`src/rtl/traffic_pkg.sv`:
```
// Definitions shared by the traffic light FSM and its phase-duration timer.
package traffic_pkg;

  // Bit positions inside the FSM's one-hot enableCounters request.
  localparam int unsigned EN_GREEN  = 0;
  localparam int unsigned EN_YELLOW = 1;
  localparam int unsigned EN_RED    = 2;
  localparam int unsigned EN_PED    = 3;
  localparam int unsigned EN_W      = 4;

  // Phase timer state encoding.
  typedef enum logic [1:0] {
    IDLE  = 2'd0,
    COUNT = 2'd1,
    DONE  = 2'd2
  } timer_state_e;

  // The FSM's currentState encoding, kept here so both ends agree on it.
  typedef enum logic [2:0] {
    FSM_GREEN   = 3'd0,
    FSM_YELLOW  = 3'd1,
    FSM_RED     = 3'd2,
    FSM_PED     = 3'd3,
    FSM_ALL_RED = 3'd4
  } fsm_state_e;

  // True when exactly one request bit is set.
  function automatic logic is_one_hot(input logic [EN_W-1:0] v);
    return (v != '0) && ((v & (v - EN_W'(1))) == '0);
  endfunction

endpackage

```
`src/rtl/phase_down_counter.sv`:
```
// Loadable down counter that stops at zero; load has priority over decrement.
module phase_down_counter #(
  parameter int unsigned W = 8
) (
  input  logic         clk,
  input  logic         reset,
  input  logic         load_i,
  input  logic [W-1:0] load_value_i,
  input  logic         en_i,
  output logic [W-1:0] count_o,
  output logic         zero_c
);

  logic [W-1:0] count_q;
  logic [W-1:0] count_d;

  // Next count: load, else decrement while enabled and not yet at zero.
  always_comb begin
    count_d = count_q;
    if (load_i) begin
      count_d = load_value_i;
    end else if (en_i && (count_q != '0)) begin
      count_d = count_q - W'(1);
    end
  end

  // Counter register.
  always_ff @(posedge clk or posedge reset) begin
    if (reset) begin
      count_q <= '0;
    end else begin
      count_q <= count_d;
    end
  end

  assign count_o = count_q;
  assign zero_c  = (count_q == '0);

endmodule

```
`src/rtl/traffic_phase_timer.sv`:
```
// Times the phase requested by the traffic FSM and pulses triggerNextEvent on expiry.
module traffic_phase_timer
  import traffic_pkg::*;
#(
  parameter int unsigned GREEN_TICKS  = 20,
  parameter int unsigned YELLOW_TICKS = 4,
  parameter int unsigned RED_TICKS    = 16,
  parameter int unsigned PED_TICKS    = 12,
  parameter int unsigned CNT_W        = 8
) (
  input  logic             clk,
  input  logic             reset,
  input  logic [3:0]       enableCounters,
  output logic             triggerNextEvent,
  output logic [CNT_W-1:0] remaining,
  output logic             busy,
  output logic             err
);

  timer_state_e     state_q, state_d;
  logic [EN_W-1:0]  prev_en_q;
  logic             trig_q, trig_d;
  logic             err_q, err_d;
  logic             busy_q;
  logic             new_req;
  logic             cnt_load;
  logic [CNT_W-1:0] cnt_load_val;
  logic             cnt_dec;
  logic             cnt_zero;
  logic [CNT_W-1:0] dur_m1;

  // Reload value is D-1; a zero-tick parameter still times one cycle.
  function automatic logic [CNT_W-1:0] ticks_to_reload(input int unsigned ticks);
    return (ticks == 0) ? '0 : CNT_W'(ticks - 1);
  endfunction

  assign new_req = (enableCounters != prev_en_q);

  // Duration select from the (one-hot) request bit.
  always_comb begin
    dur_m1 = '0;
    if (enableCounters[EN_GREEN]) begin
      dur_m1 = ticks_to_reload(GREEN_TICKS);
    end else if (enableCounters[EN_YELLOW]) begin
      dur_m1 = ticks_to_reload(YELLOW_TICKS);
    end else if (enableCounters[EN_RED]) begin
      dur_m1 = ticks_to_reload(RED_TICKS);
    end else if (enableCounters[EN_PED]) begin
      dur_m1 = ticks_to_reload(PED_TICKS);
    end
  end

  // Next state; a request change always wins over expiry in the same cycle.
  always_comb begin
    state_d      = state_q;
    trig_d       = 1'b0;
    err_d        = err_q;
    cnt_load     = 1'b0;
    cnt_load_val = '0;
    cnt_dec      = 1'b0;
    if (new_req) begin
      cnt_load = 1'b1;
      if (enableCounters == '0) begin
        state_d = IDLE;
      end else if (!is_one_hot(enableCounters)) begin
        err_d   = 1'b1;
        state_d = IDLE;
      end else begin
        state_d      = COUNT;
        cnt_load_val = dur_m1;
      end
    end else begin
      unique case (state_q)
        COUNT: begin
          if (cnt_zero) begin
            trig_d  = 1'b1;
            state_d = DONE;
          end else begin
            cnt_dec = 1'b1;
          end
        end
        IDLE, DONE: state_d = state_q;
        default:    state_d = IDLE;
      endcase
    end
  end

  // State, request history and registered outputs.
  always_ff @(posedge clk or posedge reset) begin
    if (reset) begin
      state_q   <= IDLE;
      prev_en_q <= '0;
      trig_q    <= 1'b0;
      err_q     <= 1'b0;
      busy_q    <= 1'b0;
    end else begin
      state_q   <= state_d;
      prev_en_q <= enableCounters;
      trig_q    <= trig_d;
      err_q     <= err_d;
      busy_q    <= (state_d == COUNT);
    end
  end

  phase_down_counter #(
    .W (CNT_W)
  ) u_counter (
    .clk          (clk),
    .reset        (reset),
    .load_i       (cnt_load),
    .load_value_i (cnt_load_val),
    .en_i         (cnt_dec),
    .count_o      (remaining),
    .zero_c       (cnt_zero)
  );

  assign triggerNextEvent = trig_q;
  assign busy             = busy_q;
  assign err              = err_q;

endmodule

```
`config.mk`:
```
export PLATFORM = sky130hd
export DESIGN_NAME = traffic_phase_timer
export DESIGN_NICKNAME = d
export VERILOG_FILES = /design/src/rtl/traffic_pkg.sv /design/src/rtl/phase_down_counter.sv /design/src/rtl/traffic_phase_timer.sv
export SDC_FILE = /design/constraint.sdc
export NUM_CORES = 1
export LEC_CHECK = 0
export ABC_AREA = 1
export ABC_CLOCK_PERIOD_IN_PS = 1600
export CELL_PAD_IN_SITES_DETAIL_PLACEMENT = 0
export CELL_PAD_IN_SITES_GLOBAL_PLACEMENT = 1
export CORE_MARGIN = 4
export CORE_UTILIZATION = 35
export CTS_BUF_LIST = sky130_fd_sc_hd__clkbuf_4 sky130_fd_sc_hd__clkbuf_8
export CTS_CLUSTER_DIAMETER = 120
export DETAILED_ROUTE_END_ITERATION = 16
export GPL_TIMING_DRIVEN = 0
export PLACE_DENSITY = 0.69
export SLEW_MARGIN = 20
export SYNTH_ARGS = -nofsm -noshare
export SYNTH_HDL_FRONTEND = slang
export SYNTH_SLANG_ARGS = --single-unit
export TNS_END_PERCENT = 20
```
`constraint.sdc`:
```
create_clock -name clk -period 1.6 [get_ports clk]
set_clock_uncertainty 0.15 [all_clocks]
set_input_delay 0.16 -clock clk [delete_from_list [all_inputs] [get_ports clk]]
set_output_delay 0.16 -clock clk [all_outputs]
set_load 0.02 [all_outputs]
```
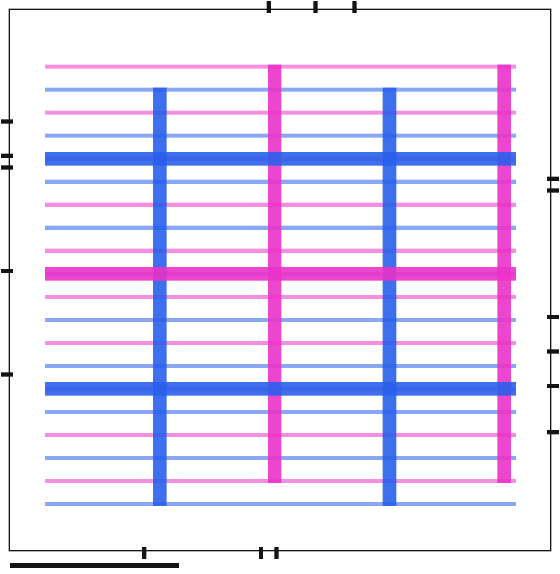
(supply network)
Bar = 20 µm. Pins as bars on the die edge.
net	color
VSS	blue
VDD	magenta
met5 straps	3
met4 straps	4
signal pins	17
die height: 63.8 µm
area of the core: 2880 µm²
die width: 63.8 µm

==> metrics.csv <==
metric;value;unit
Area after DPL;1300;µm²
most frequent cell after synthesis;nand2_1;
Avg Inst Size Synth;7.18;µm²
Setup Crit Path Kind;flop to flop;
first-pass GRT wire length;3960;µm
max incr delay on CP;430;ps
RR Endpoint;u_counter.count_o[3]$_DFFE_PP0P_;
Final min period;1540;ps
commonest cells in the netlist;nand2_1, dfrtp_1, inv_1, nor2_1, nand3_1;
crit path to;u_counter.count_o[3]$_DFFE_PP0P_;
Top cell area share;39.0;%
PD cells;794;nW/µm²
Worst path top cell family by delay;simple AND/OR/NAND/NOR gates;
status;complete, no violations;
ANT cells;0;
clk buf depth;2;
register share after synthesis;39.0;%
total track usage;12.2;%
cycle use final;96.0;%
share of cells above drive strength 1;20.3;%
top cells by area;dfrtp_1, nand2_1, nor2_8;
first-pass iteration count of the detailed router;5;
ys flops;17;
Worst path depth;9;
cell accounting for the most synthesized area;dfrtp_1;
clock sinks;17;
vias in the first global route;847;
critical path arrival;1580;ps
Hold Path Class;input port to async pin;
synth warn;0;
final setup margin;63.6;ps
CP max stage cell;dfrtp_1;
Slew HR;55.1;%
Area growth, synth to finish;27.3;%
Via-to-Cell Ratio;4.36;
Post-DRT Antenna Nets;0;
Synthesized Nets;160;
r2r startpoint;u_counter.count_o[1]$_DFFE_PP0P_;
DR WL/cell;10.4;µm
Pre-Place Util;37.9;%
clk_lat worst skew;290;ps
HPWL Detailed;1730;µm
Fmax;651;MHz
final WL;2280;µm
RePlAce Congestion;0.752;
DRC;0;
Post-Syn Area;1090;µm²
cell count listed in synth_stat.txt;152;
final setup vio count;0;
yosys stat area;1090;µm²
I/O Buffers;16;
nets;186;
leakage power;0.779;nW
vias;955;
synthesized instance count;152;
initial antenna violation count;0;
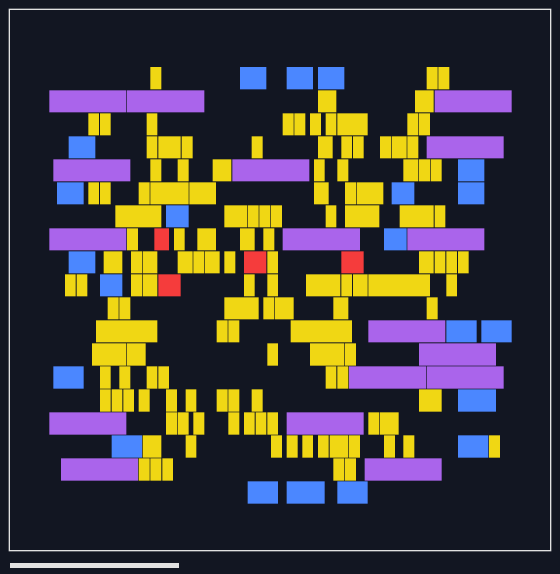
(placement by cell class)
Bar = 20 µm.
class	color	cells	share of their area
registers	purple	17	32%
clock drivers and dummy loads	red	4	2.1%
remaining logic cells	yellow	135	51%
remaining buffers and delay cells	blue	21	15%
Seq/total area: 30.6%
row count: 19

power by group:
group | leakage, nW | internal (W) | switching (W) | total, W
Sequential | 0.216 | 0.000456 | 0.0000253 | 0.000482
Clock | 0.0177 | 0.0000929 | 0.000145 | 0.000238
Combinational | 0.546 | 0.000151 | 0.000232 | 0.000383
Total | 0.779 | 0.000700 | 0.000402 | 0.00110
flip-flops by register name, summed over array words and instances, names as in the netlist:
| signal | flops |
|---|---|
| triggerNextEvent | 1 |
| err | 1 |
| state_q | 2 |
| u_counter.count_o | 8 |
| prev_en_q | 4 |
| busy | 1 |
metrics by stage:
| stage | power, W | utilization, % | instances | hold slack, ps | TNS, ps |
|---|---|---|---|---|---|
| after global routing | 0.00119 | 48.3 | 219 | 149 | -23.5 |
| final | 0.00110 | 48.3 | 219 | 98.5 | 0 |
| after CTS | 0.00108 | 45.9 | 214 | 137 | 0 |
| after detailed placement | 0.000846 | 45.3 | 210 | 315 | -1890 |
| after floorplan | 0.000740 | - | 152 | -63.9 | 0 |
| after global placement | 0.000842 | 45.3 | 210 | 308 | -1590 |
cell families after synthesis:
| logic type | count (synthesis) | synth area share, % |
|---|---|---|
| buf+inv | 23 | 7.91 |
| fa+ha+maj | 2 | 2.29 |
| simple gates | 103 | 46.7 |
| xor+xnor | 2 | 1.61 |
| compound gates | 5 | 2.52 |
| flops | 17 | 39.0 |
final cells by class:
type | count | area [µm²] | area share, %
well taps | 42 | 52.6 | 3.78
clock inverters | 1 | 5.00 | 0.360
flip-flops and latches | 17 | 425 | 30.6
multi-input cells | 112 | 602 | 43.3
clock buffers | 3 | 22.5 | 1.62
inverters | 23 | 86.3 | 6.22
repair buffers | 21 | 195 | 14.1
layout by cell type, fill, tap and decap left out, drive strengths merged, types with 2 or more instances in the layout:
cell,n
clkinv,2
clkdlybuf4s50,6
dlygate4sd2,8
buf,4
nand3,9
dfrtp,17
nor2,19
o21ai,3
nand2,71
nand4,2
inv,22
ha,2
nand3b,2
dlymetal6s2s,2
clkbuf,3
xor2,2
what timing repair did:
action                                  in CTS  in global routing
hold buffers                                 0                  1
hold endpoints to repair                     0                  1
buffers inserted                             0                  4
resized                                      9                  9
pin swaps                                    1                  3
endpoints found under the setup margin      16                  9
how the worst min path moves through the flow:
| stage | from | endpoint | cells past startpoint |
|---|---|---|---|
| 3_5_place_dp | err$_DFFE_PP0P_ | err$_DFFE_PP0P_ | 1 |
| 6_report | reset | prev_en_q[2]$_DFF_PP0_ | 2 |
| 2_1_floorplan | reset | busy$_DFF_PP0_ | 1 |
| 4_1_cts | reset | u_counter.count_o[7]$_DFFE_PP0P_ | 2 |
| 5_1_grt | reset | prev_en_q[2]$_DFF_PP0_ | 2 |
| 3_3_place_gp | err$_DFFE_PP0P_ | err$_DFFE_PP0P_ | 1 |
metal layers:
metal	part of all wire (%)	vias to the layer above	GRT usage (%)	wire length (µm)
met1	50	426	16.3	1140
met2	45	18	19.1	1030
met4	0.70	0	2.43	16
met3	4.1	2	4.03	93
met5	0	-	0	0
li1	-	509	-	-
Power is estimated from default activity; no workload was simulated.
